File: src/rtl/sc_pwm_gen.sv
// Sign-magnitude PWM generator for an H-bridge: one leg is driven per direction,
// with a both-legs-low dead interval on start-up and on every direction reversal.
module sc_pwm_gen #(
    parameter int PWMGEN_DATAWIDTH = 16,
    parameter int PWMGEN_DEADTIME  = 8
) (
    input  logic                        SC_PWMGEN_CLOCK_50,
    input  logic                        SC_PWMGEN_RESET_InHigh,
    input  logic                        SC_PWMGEN_enable_InLow,
    input  logic [PWMGEN_DATAWIDTH-1:0] SC_PWMGEN_period_InBUS,
    input  logic [PWMGEN_DATAWIDTH-1:0] SC_PWMGEN_duty_InBUS,
    output logic                        SC_PWMGEN_pwmA_Out,
    output logic                        SC_PWMGEN_pwmB_Out,
    output logic                        SC_PWMGEN_dir_Out,
    output logic                        SC_PWMGEN_periodEnd_Out
);

    localparam int W   = PWMGEN_DATAWIDTH;
    localparam int DTW = (PWMGEN_DEADTIME > 1) ? $clog2(PWMGEN_DEADTIME) : 1;
    localparam logic [DTW-1:0] DT_LAST = DTW'(PWMGEN_DEADTIME - 1);

    typedef enum logic [1:0] {IDLE, DEADTIME, RUN} state_t;

    state_t         state_q;
    logic [W-1:0]   periodSh_q;
    logic [W-1:0]   dutySh_q;
    logic [W-1:0]   cnt_q;
    logic [DTW-1:0] dtCnt_q;
    logic           dir_q;
    logic           pwmA_q;
    logic           pwmB_q;
    logic           periodEnd_q;

    logic [W-1:0]   periodEff;
    logic [W-1:0]   dutyMag;
    logic [W-1:0]   magSat;
    logic           activeLeg;
    logic           lastCycle;
    logic           newSign;
    logic           flipDir;

    // A period below 2 would leave no room for both a high and a low phase.
    assign periodEff = (periodSh_q < W'(2)) ? W'(2) : periodSh_q;
    // Two's-complement negate in W bits, so the most negative duty maps to 2^(W-1).
    assign dutyMag   = dutySh_q[W-1] ? (~dutySh_q + W'(1)) : dutySh_q;
    assign magSat    = (dutyMag > periodEff) ? periodEff : dutyMag;
    assign activeLeg = (cnt_q < magSat);
    assign lastCycle = (cnt_q == periodEff - W'(1));
    assign newSign   = SC_PWMGEN_duty_InBUS[W-1];
    assign flipDir   = (SC_PWMGEN_duty_InBUS != '0) && (newSign != dir_q);

    always_ff @(posedge SC_PWMGEN_CLOCK_50) begin
        if (SC_PWMGEN_RESET_InHigh) begin
            state_q     <= IDLE;
            periodSh_q  <= '0;
            dutySh_q    <= '0;
            cnt_q       <= '0;
            dtCnt_q     <= '0;
            dir_q       <= 1'b0;
            pwmA_q      <= 1'b0;
            pwmB_q      <= 1'b0;
            periodEnd_q <= 1'b0;
        end else if (SC_PWMGEN_enable_InLow) begin
            state_q     <= IDLE;
            cnt_q       <= '0;
            dtCnt_q     <= '0;
            pwmA_q      <= 1'b0;
            pwmB_q      <= 1'b0;
            periodEnd_q <= 1'b0;
        end else begin
            pwmA_q      <= 1'b0;
            pwmB_q      <= 1'b0;
            periodEnd_q <= 1'b0;
            case (state_q)
                IDLE: begin
                    periodSh_q <= SC_PWMGEN_period_InBUS;
                    dutySh_q   <= SC_PWMGEN_duty_InBUS;
                    dir_q      <= newSign;
                    cnt_q      <= '0;
                    dtCnt_q    <= '0;
                    state_q    <= DEADTIME;
                end
                DEADTIME: begin
                    if (dtCnt_q == DT_LAST) begin
                        cnt_q   <= '0;
                        state_q <= RUN;
                    end else begin
                        dtCnt_q <= dtCnt_q + DTW'(1);
                    end
                end
                RUN: begin
                    // Outputs reflect the count of the current cycle, hence lag cnt by one.
                    pwmA_q      <= activeLeg & ~dir_q;
                    pwmB_q      <= activeLeg & dir_q;
                    periodEnd_q <= lastCycle;
                    if (lastCycle) begin
                        periodSh_q <= SC_PWMGEN_period_InBUS;
                        dutySh_q   <= SC_PWMGEN_duty_InBUS;
                        cnt_q      <= '0;
                        if (flipDir) begin
                            dir_q   <= newSign;
                            dtCnt_q <= '0;
                            state_q <= DEADTIME;
                        end
                    end else begin
                        cnt_q <= cnt_q + W'(1);
                    end
                end
                default: state_q <= IDLE;
            endcase
        end
    end

    assign SC_PWMGEN_pwmA_Out      = pwmA_q;
    assign SC_PWMGEN_pwmB_Out      = pwmB_q;
    assign SC_PWMGEN_dir_Out       = dir_q;
    assign SC_PWMGEN_periodEnd_Out = periodEnd_q;

endmodule

File: config.mk
export PLATFORM = sky130hd
export DESIGN_NAME = sc_pwm_gen
export DESIGN_NICKNAME = d
export VERILOG_FILES = /design/src/rtl/sc_pwm_gen.sv
export SDC_FILE = /design/constraint.sdc
export NUM_CORES = 1
export LEC_CHECK = 0
export ABC_AREA = 1
export CORE_ASPECT_RATIO = 1.5
export CORE_UTILIZATION = 55
export CTS_BUF_LIST = sky130_fd_sc_hd__clkbuf_8 sky130_fd_sc_hd__clkbuf_16
export CTS_CLUSTER_SIZE = 12
export DETAILED_ROUTE_END_ITERATION = 6
export PLACE_DENSITY = 0.77
export RECOVER_POWER = 50
export SLEW_MARGIN = 25
export SYNTH_ARGS = -nofsm -noshare
export SYNTH_HDL_FRONTEND = slang
export SYNTH_SLANG_ARGS = --single-unit
File: constraint.sdc
create_clock -name SC_PWMGEN_CLOCK_50 -period 5.65 [get_ports SC_PWMGEN_CLOCK_50]
set_clock_uncertainty 0.15 [all_clocks]
set_input_delay 1.695 -clock SC_PWMGEN_CLOCK_50 [delete_from_list [all_inputs] [get_ports SC_PWMGEN_CLOCK_50]]
set_output_delay 1.695 -clock SC_PWMGEN_CLOCK_50 [all_outputs]
set_load 0.02 [all_outputs]
==> out/notes.md <==
STA classifies the critical path startpoint as a flop. Cell internal power was estimated by the tool at 901 uW. Nets still carrying antenna violations after routing amount to 0.

The hold path startpoint was dutySh_q[13]. In the layout the commonest cells are sky130_fd_sc_hd__nand2_1 (138), sky130_fd_sc_hd__nor2_1 (71), sky130_fd_sc_hd__inv_1 (70), sky130_fd_sc_hd__nand3_1 (63), sky130_fd_sc_hd__dfxtp_1 (57). In this run the mean area of a mapped cell was 6.81 um^2. Delay of the slowest cell on the worst path: 0.67 ns.

The class of the most critical hold timing path is flop to flop. With the power in combinational cells at 372 uW, the share of total power consumed by net switching is 32.3%. Per the layout report, the design carries 41 non-clock buffers.

The cell type with the highest aggregate area in the netlist was sky130_fd_sc_hd__dfxtp_1. Of the total power, combinational logic draws 28.0%. The area share of the largest cell type after synthesis is 25.8%. In this run, placement finished with an instance count of 772.

Clock-pin slew was measured on the worst setup and hold paths at 0.05 ns. The tools report the power consumption as 1.33 mW. For the clock group, total power comes out at 520 uW. Standard-cell row count: 39. The leakage component of the power was reported as 2.20 nW.

At the pin with the least slew margin, the transition time is 0.866 ns. Data required time of the critical path: 5.76 ns. The tools report the global routing usage on met2 as 52.1%.

The final sum of negative setup slack came out at 0 ns. STA classifies the critical path endpoint as a flop. For this run, the final setup violation count is recorded as 0.

The top cell type by instance count after synthesis is sky130_fd_sc_hd__nand2_1. The H-tree was split into 3 levels. The logs give 4420 um^2 for the post-synthesis instance area and 4830 um^2 for the placed standard-cell area.

The area fraction in mux cells was 0%. According to the cell report, flip-flops and latches in the layout number 57. With the number of warning messages in the logs at 26, the area fraction in and, or, nand and nor cells is 35.6%.

The report lists the power per cell area as 263 nW/um^2. The number of antenna violations at the first check in global routing came out at 0. The flow ran to the end, and the final reports show no timing, DRC or antenna violations. With the area growth from synthesis to final layout at 14.4%, the overall die width is 75.2 um. Setup repair after global routing left no endpoint under its margin. The run gives 740 as the filler cell count in the final layout. The number of cells on the worst hold path is listed as 2. TritonCTS built the clock tree.
Figure 1. Wiring by layer.
(4 px per um)
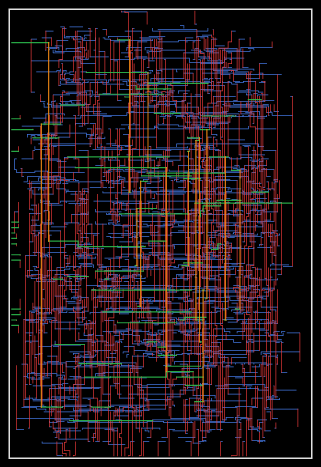
- red: M2 (wire length 5910 um)
- green: M3 (wire length 534 um)
- blue: M1 (wire length 4520 um)
- orange: M4 (wire length 549 um)

Figure 2. Floorplan with the power grid.
(4 px per um) Pins as bars on the die edge. Tap cells in gray.
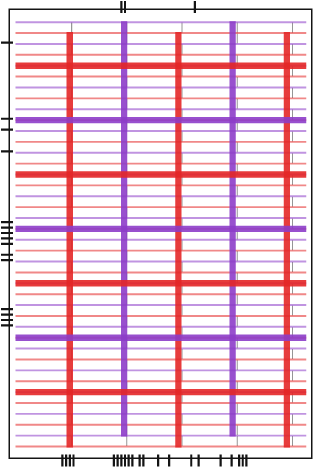
- red: VSS
- purple: VDD
- met1 rails: 40
- signal pins: 39
- tap cells: 102

Figure 3. Placement by cell class.
(4 px per um) Fill, decap, tap and diode cells in gray.
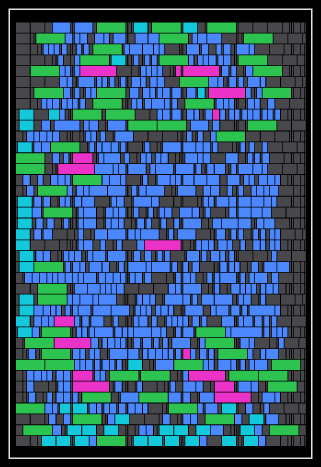
- cyan: remaining buffers and delay cells (cells 41)
- magenta: clock drivers and dummy loads (cells 16)
- green: registers (cells 57)
- blue: remaining logic cells (cells 572)

Figure 4. Routed clock nets over the placement.
(3 px per um)
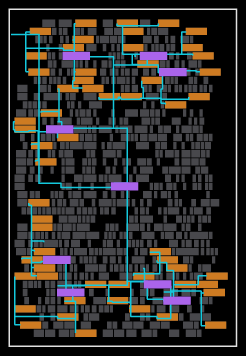
- cyan: clock wires (length 809 um)
- purple: clock-net drivers (count 9)
- orange: flip-flops (count 57)
- flops lie: spread over the die

Power figures rest on the tool's default switching activity, not on a simulated workload.
